Fig. 1: register map, names as in the netlist
The bar under the picture is 100 um long.
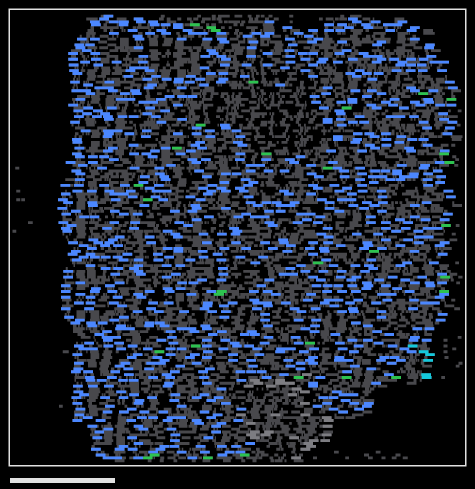
Fig. 2: track usage over the die
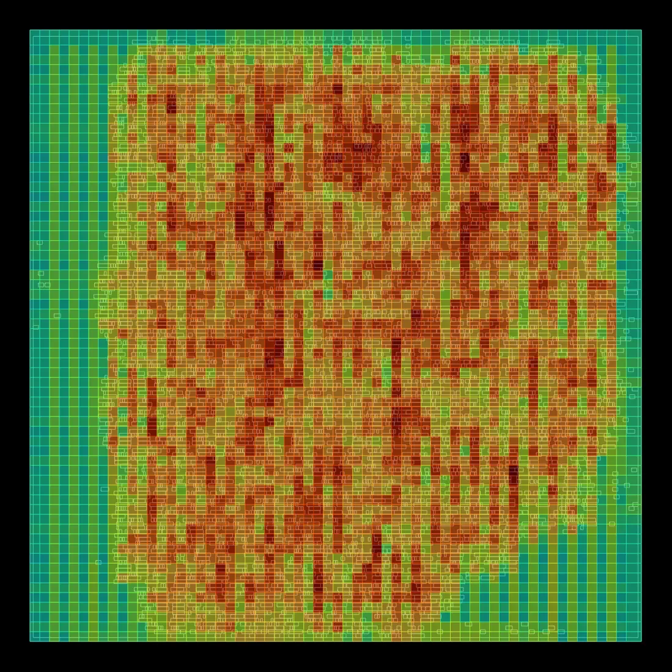
Fig. 3: signal wires on met2
The bar under the picture is 100 um long.
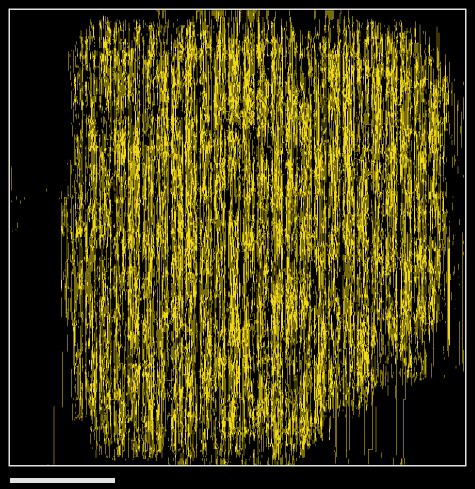
<file path="src/rtl/mips_cpu_regfile_mp_if.sv">
// Bus bundle for the multi-port MIPS register file.
// master = decode/writeback side, slave = the register file itself.
interface mips_cpu_regfile_mp_if #(
   parameter int ADDR_W = 5,
   parameter int N_READ = 2
);
   logic [N_READ*ADDR_W-1:0] rd_addr;
   logic [N_READ*32-1:0]     rd_data;
   logic [N_READ-1:0]        rd_busy;
   logic                     claim_en;
   logic [ADDR_W-1:0]        claim_addr;
   logic                     wr_en;
   logic [ADDR_W-1:0]        wr_addr;
   logic [31:0]              wr_data;
   logic [2:0]               wr_op;
   logic [1:0]               wr_offset;
   logic [ADDR_W:0]          busy_cnt;
   logic [31:0]              regv0;

   modport master (
      output rd_addr, claim_en, claim_addr, wr_en, wr_addr, wr_data, wr_op, wr_offset,
      input  rd_data, rd_busy, busy_cnt, regv0
   );

   modport slave (
      input  rd_addr, claim_en, claim_addr, wr_en, wr_addr, wr_data, wr_op, wr_offset,
      output rd_data, rd_busy, busy_cnt, regv0
   );
endinterface

</file>
<file path="src/rtl/mips_cpu_regfile_mp.sv">
// Multi-port MIPS register file: N_READ combinational read ports, one write
// port with partial-load merge (lb/lbu/lh/lhu/lwl/lwr) and a per-register
// busy scoreboard for loads in flight.
// Optional macro MIPS_REGFILE_BYPASS_EN: forward the merged write value (and a
// cleared busy bit) to read ports selecting the register being written.
module mips_cpu_regfile_mp #(
   parameter int ADDR_W = 5,
   parameter int N_READ = 2
) (
   input  logic                   clk,
   input  logic                   reset_n,
   mips_cpu_regfile_mp_if.slave   bus
);
   localparam int DEPTH = 2**ADDR_W;

   localparam logic [2:0] OP_WORD = 3'd0;
   localparam logic [2:0] OP_LB   = 3'd1;
   localparam logic [2:0] OP_LBU  = 3'd2;
   localparam logic [2:0] OP_LH   = 3'd3;
   localparam logic [2:0] OP_LHU  = 3'd4;
   localparam logic [2:0] OP_LWL  = 3'd5;
   localparam logic [2:0] OP_LWR  = 3'd6;

   localparam logic [ADDR_W:0] CNT_ONE = {{ADDR_W{1'b0}}, 1'b1};

   logic [31:0]          r_mem [DEPTH];
   logic [DEPTH-1:0]     r_busy;
   logic [ADDR_W:0]      r_busy_cnt;

   logic                 w_wr_valid;
   logic                 w_claim_valid;
   logic                 w_inc;
   logic                 w_dec;
   logic [31:0]          w_old;
   logic [31:0]          w_merged;
   logic [7:0]           w_byte;
   logic [15:0]          w_half;
   logic [N_READ*32-1:0] w_rd_data;
   logic [N_READ-1:0]    w_rd_busy;

   // Register 0 is hard-wired: writes and claims to it are dropped here.
   assign w_wr_valid    = bus.wr_en && (bus.wr_addr != '0);
   assign w_claim_valid = bus.claim_en && (bus.claim_addr != '0);
   assign w_old         = r_mem[bus.wr_addr];

   // A busy bit rises only on a claim of an idle register; it falls only when
   // a write releases it and no claim of the same register re-arms it.
   assign w_inc = w_claim_valid && !r_busy[bus.claim_addr];
   assign w_dec = w_wr_valid && r_busy[bus.wr_addr] &&
                  !(w_claim_valid && (bus.claim_addr == bus.wr_addr));

   // Select the byte/half lane addressed by the load offset.
   always_comb begin
      w_byte = bus.wr_data[7:0];
      case (bus.wr_offset)
         2'd0: w_byte = bus.wr_data[7:0];
         2'd1: w_byte = bus.wr_data[15:8];
         2'd2: w_byte = bus.wr_data[23:16];
         2'd3: w_byte = bus.wr_data[31:24];
         default: w_byte = bus.wr_data[7:0];
      endcase
      w_half = bus.wr_offset[1] ? bus.wr_data[31:16] : bus.wr_data[15:0];
   end

   // Merge the raw writeback word with the old register value by load type.
   // A misaligned halfword rewrites the old value, i.e. leaves it unchanged.
   always_comb begin
      w_merged = bus.wr_data;
      case (bus.wr_op)
         OP_LB:  w_merged = {{24{w_byte[7]}}, w_byte};
         OP_LBU: w_merged = {24'h0, w_byte};
         OP_LH:  w_merged = bus.wr_offset[0] ? w_old : {{16{w_half[15]}}, w_half};
         OP_LHU: w_merged = bus.wr_offset[0] ? w_old : {16'h0, w_half};
         OP_LWL: begin
            case (bus.wr_offset)
               2'd0: w_merged = {bus.wr_data[7:0],  w_old[23:0]};
               2'd1: w_merged = {bus.wr_data[15:0], w_old[15:0]};
               2'd2: w_merged = {bus.wr_data[23:0], w_old[7:0]};
               default: w_merged = bus.wr_data;
            endcase
         end
         OP_LWR: begin
            case (bus.wr_offset)
               2'd1: w_merged = {w_old[31:24], bus.wr_data[31:8]};
               2'd2: w_merged = {w_old[31:16], bus.wr_data[31:16]};
               2'd3: w_merged = {w_old[31:8],  bus.wr_data[31:24]};
               default: w_merged = bus.wr_data;
            endcase
         end
         default: w_merged = bus.wr_data;
      endcase
   end

   // Register storage: cleared as a whole on reset, one merged write per edge.
   always_ff @(posedge clk or negedge reset_n) begin
      if (!reset_n) begin
         for (int i = 0; i < DEPTH; i++) r_mem[i] <= '0;
      end else if (w_wr_valid) begin
         r_mem[bus.wr_addr] <= w_merged;
      end
   end

   // Scoreboard bits: release first, claim last so a same-edge claim wins.
   always_ff @(posedge clk or negedge reset_n) begin
      if (!reset_n) begin
         r_busy <= '0;
      end else begin
         if (w_wr_valid)    r_busy[bus.wr_addr]    <= 1'b0;
         if (w_claim_valid) r_busy[bus.claim_addr] <= 1'b1;
      end
   end

   // Population count of busy bits, kept in step with the bit updates.
   always_ff @(posedge clk or negedge reset_n) begin
      if (!reset_n) begin
         r_busy_cnt <= '0;
      end else begin
         case ({w_inc, w_dec})
            2'b10:   r_busy_cnt <= r_busy_cnt + CNT_ONE;
            2'b01:   r_busy_cnt <= r_busy_cnt - CNT_ONE;
            default: r_busy_cnt <= r_busy_cnt;
         endcase
      end
   end

   generate
      for (genvar gi = 0; gi < N_READ; gi++) begin : g_rd
         logic [ADDR_W-1:0] w_addr;
         assign w_addr = bus.rd_addr[gi*ADDR_W +: ADDR_W];
`ifdef MIPS_REGFILE_BYPASS_EN
         logic w_hit;
         assign w_hit = w_wr_valid && (w_addr == bus.wr_addr);
         assign w_rd_data[gi*32 +: 32] = w_hit ? w_merged : r_mem[w_addr];
         assign w_rd_busy[gi] = w_hit ? (w_claim_valid && (bus.claim_addr == bus.wr_addr))
                                      : r_busy[w_addr];
`else
         assign w_rd_data[gi*32 +: 32] = r_mem[w_addr];
         assign w_rd_busy[gi]          = r_busy[w_addr];
`endif
      end
   endgenerate

   assign bus.rd_data  = w_rd_data;
   assign bus.rd_busy  = w_rd_busy;
   assign bus.busy_cnt = r_busy_cnt;
   assign bus.regv0    = r_mem[2];

endmodule
</file>
<file path="src/flat_wrapper.sv">
// flat-port wrapper written by rule: the top's interface ports become plain ports
module mips_cpu_regfile_mp_flat 
#(
   parameter int ADDR_W = 5,
   parameter int N_READ = 2
)
  (clk, reset_n, bus_rd_addr, bus_claim_en, bus_claim_addr, bus_wr_en, bus_wr_addr, bus_wr_data, bus_wr_op, bus_wr_offset, bus_rd_data, bus_rd_busy, bus_busy_cnt, bus_regv0);
  mips_cpu_regfile_mp_if #(.ADDR_W(ADDR_W), .N_READ(N_READ)) bus_i ();
  input  logic clk;
  input  logic reset_n;
  input wire logic [$bits(bus_i.rd_addr)-1:0] bus_rd_addr;
  input wire logic [$bits(bus_i.claim_en)-1:0] bus_claim_en;
  input wire logic [$bits(bus_i.claim_addr)-1:0] bus_claim_addr;
  input wire logic [$bits(bus_i.wr_en)-1:0] bus_wr_en;
  input wire logic [$bits(bus_i.wr_addr)-1:0] bus_wr_addr;
  input wire logic [$bits(bus_i.wr_data)-1:0] bus_wr_data;
  input wire logic [$bits(bus_i.wr_op)-1:0] bus_wr_op;
  input wire logic [$bits(bus_i.wr_offset)-1:0] bus_wr_offset;
  output wire logic [$bits(bus_i.rd_data)-1:0] bus_rd_data;
  output wire logic [$bits(bus_i.rd_busy)-1:0] bus_rd_busy;
  output wire logic [$bits(bus_i.busy_cnt)-1:0] bus_busy_cnt;
  output wire logic [$bits(bus_i.regv0)-1:0] bus_regv0;
  assign bus_i.rd_addr = bus_rd_addr;
  assign bus_i.claim_en = bus_claim_en;
  assign bus_i.claim_addr = bus_claim_addr;
  assign bus_i.wr_en = bus_wr_en;
  assign bus_i.wr_addr = bus_wr_addr;
  assign bus_i.wr_data = bus_wr_data;
  assign bus_i.wr_op = bus_wr_op;
  assign bus_i.wr_offset = bus_wr_offset;
  assign bus_rd_data = bus_i.rd_data;
  assign bus_rd_busy = bus_i.rd_busy;
  assign bus_busy_cnt = bus_i.busy_cnt;
  assign bus_regv0 = bus_i.regv0;
  mips_cpu_regfile_mp #(.ADDR_W(ADDR_W), .N_READ(N_READ)) u_core (.clk(clk), .reset_n(reset_n), .bus(bus_i));
endmodule
</file>
<file path="config.mk">
export PLATFORM = sky130hd
export DESIGN_NAME = mips_cpu_regfile_mp_flat
export DESIGN_NICKNAME = d
export VERILOG_FILES = /design/src/rtl/mips_cpu_regfile_mp_if.sv /design/src/rtl/mips_cpu_regfile_mp.sv /design/src/flat_wrapper.sv
export SDC_FILE = /design/constraint.sdc
export NUM_CORES = 2
export LEC_CHECK = 0
export CAP_MARGIN = 20
export CORE_MARGIN = 2
export CORE_UTILIZATION = 36
export CTS_BUF_LIST = sky130_fd_sc_hd__clkbuf_16
export CTS_CLUSTER_DIAMETER = 30
export CTS_CLUSTER_SIZE = 40
export DETAILED_ROUTE_END_ITERATION = 7
export PLACE_DENSITY_LB_ADDON = 0.15
export SKIP_CTS_REPAIR_TIMING = 1
export SYNTH_ARGS = -nofsm -noshare
export SYNTH_HDL_FRONTEND = slang
export SYNTH_SLANG_ARGS = --single-unit
</file>
<file path="constraint.sdc">
create_clock -name clk -period 4.1 [get_ports clk]
set_input_delay 0.82 -clock clk [delete_from_list [all_inputs] [get_ports clk]]
set_output_delay 0.82 -clock clk [all_outputs]
set_load 0.005 [all_outputs]
</file>
==> flow_metrics.tcl <==
# place-and-route summary
set metrics [dict create \
    final_cells 8538 \
    required_ns 3.28 \
    hp-class "flip-flop to flip-flop" \
    violations "setup timing" \
    highest-signal-layer "met5" \
    rsz0062_at_grt "yes" \
    fin_hold_ws_ns 0.412 \
    h-tree-depth 5 \
    avgSynthCellArea_um2 11.6 \
    root_buffer "clkbuf_16" \
    peakVddDrop_v 0.000399 \
    setup_viol 7 \
    p_per_area_mw_per_mm2 561 \
    antenna_left 0 \
    setup_slack_ns -0.0241 \
    synthTopCellsByCount "1062 x dfrtp_1, 979 x nand2_1, 806 x mux4_2" \
    drv_cap 0 \
    final_hold_viol_count 0 \
    cp_max_fo 13 \
    place_area_mm2 0.0733 \
    flop_cell "dfrtp_1" \
    cts_sinks 1062 \
    syn-cell-area_mm2 0.0658 \
    ys_top_cells_by_area "dfrtp_1 40%, mux4_2 28%, nand2_1 5.6%, o21ai_0 4.6%, mux2i_1 4.3%" \
    synth_cell_types 75 \
    fin_nets 6004 \
    hpwl_um 184000 \
    initial_core_util 0.363 \
    max_freq_mhz 242 \
    clockBufferDepth 4 \
    rows 156 \
    ys_ff 1062 \
    synth_cells 5668 \
    syn_nets 5735 \
    fp.dieW_um 432 \
    leakage_nw 35.5 \
    dp.cells 7985 \
    start_kind "primary input" \
    enable_flop_cells 0 \
    dieArea_mm2 0.186 \
    synthDominantCellAreaShare 0.404 \
    post-route-drc-count 0 \
    cts.clk_slew.worst_paths_ns 0.04 \
    outcome "finished with violations" \
    synthMostInstantiatedCell "dfrtp_1" \
    wl_met3_um 22700 \
    criticalPathCategory "primary input to primary output" \
    async_flop_share 1.00 \
    grt-ovfl-total 0 \
    clk_latency_ns 0.92 \
]
## Picture notes: Fig. 1
Key: u_core.bus.busy_cnt = cyan [flops 6, where lower right]; u_core.bus.regv0 = green [flops 32, where all over the die]; u_core.r_mem = blue [flops 992, where all over the die]
Another 32 sequential cells are not colored.

## Picture notes: Fig. 2
busiest layer in global routing: met2
global-route track usage on met2: 0.461
Final Util: 0.462

## Picture notes: Fig. 3
4827 nets have wire on it. The longest straight run is 146 um.
Via Count: 53600
final wirelength: 280000 um

## sequential cells by signal, indices dropped and copies added (netlist names)
signal,cells
u_core.r_mem,992
u_core.r_busy,32
u_core.bus.busy_cnt,6
u_core.bus.regv0,32
## critical path, cell delays in order
cell and delay, ns:
buf_12 0.15, buf_16 0.21, buf_12 0.19, mux4_2 0.51, mux4_2 0.55, mux2_2 0.37, clkdlybuf4s50_1 0.47
## cell families (layout without fill, tap and decap cells)
family                     count (synthesis)  after routing  synth area share
adders and majority gates                  6              6           0.00125
xor gates and xnor gates                  11             11           0.00146
buffers and inverters                    701           1194            0.0495
DFF                                     1062           1062             0.404
other                                      0              7                 0
AOI/OAI and AO/OA                       1419           1419             0.130
muxes                                   1161           1161             0.331
and+or+nand+nor                         1308           1308            0.0831
## cells in the final DEF (no fill, tap or decap), drive strengths merged, types with 19 or more instances in the layout
master         netlist  routed
a21oi              142     142
a22oi               53      53
buf                294     501
bufinv               0      40
clkbuf             398     320
clkdlybuf4s50        0     129
clkinv               1     114
clkinvlp             0      30
dfrtp             1062    1062
inv                  8      42
mux2                72      72
mux2i              283     283
mux4               806     806
nand2              979     979
nor2               163     163
nor4                19      19
o21ai              711     711
o22ai              145     145
o31ai              224     224
## where the power goes
part	internal (W)	switching, W	leakage, nW
logic	0.00497	0.00443	16.5
clock network	0.0161	0.00698	4.94
registers	0.0124	0.00207	14.0
## per-stage QoR
stage | setup TNS, ns | total power (W) | utilization | setup WS (ns)
after global routing | -0.204 | 0.0488 | 0.462 | -0.0309
after floorplan | 0 | 0.0198 | - | 0.0135
after CTS | -1.74 | 0.0471 | 0.460 | -0.182
after global placement | -2.17 | 0.0236 | 0.405 | -0.586
after detailed placement | -1.67 | 0.0238 | 0.405 | -0.427
final | -0.0814 | 0.0470 | 0.462 | -0.0241
## path summary, 6_finish.rpt
check / to / start / slack [ns] / cells after the start
worst max-delay path: bus_rd_data[32] / bus_rd_addr[5] / -0.02 / 7
worst min-delay path: u_core.r_mem[995] / u_core.r_mem[995] / 0.41 / 0
worst max register to register: u_core.bus.busy_cnt[5] / u_core.r_busy[24] / 0.69 / 12
worst min register to register: u_core.r_mem[995] / u_core.r_mem[995] / 0.41 / 0
max in group asynchronous: u_core.bus.regv0[22] / reset_n / 2.20 / 3
min in group asynchronous: u_core.r_mem[381] / reset_n / 0.57 / 2
## final cells by class
cell class	count	area (um2)
clock inverters	217	2120
flip-flops and latches	1062	26600
repair buffers	655	7830
inverters	9	33.8
multi-input cells	3905	36400
diodes	7	17.5
well taps	2370	2970
fillers	16400	97400
clock buffers	313	7830
## metal layers
layer / vias up / global-route usage
met5: - / 0
met4: 8 / 0.147
met3: 640 / 0.0594
met2: 2717 / 0.461
met1: 27900 / 0.405
li1: 22300 / -
No activity file was given, so power comes from the tool's default toggle rates.
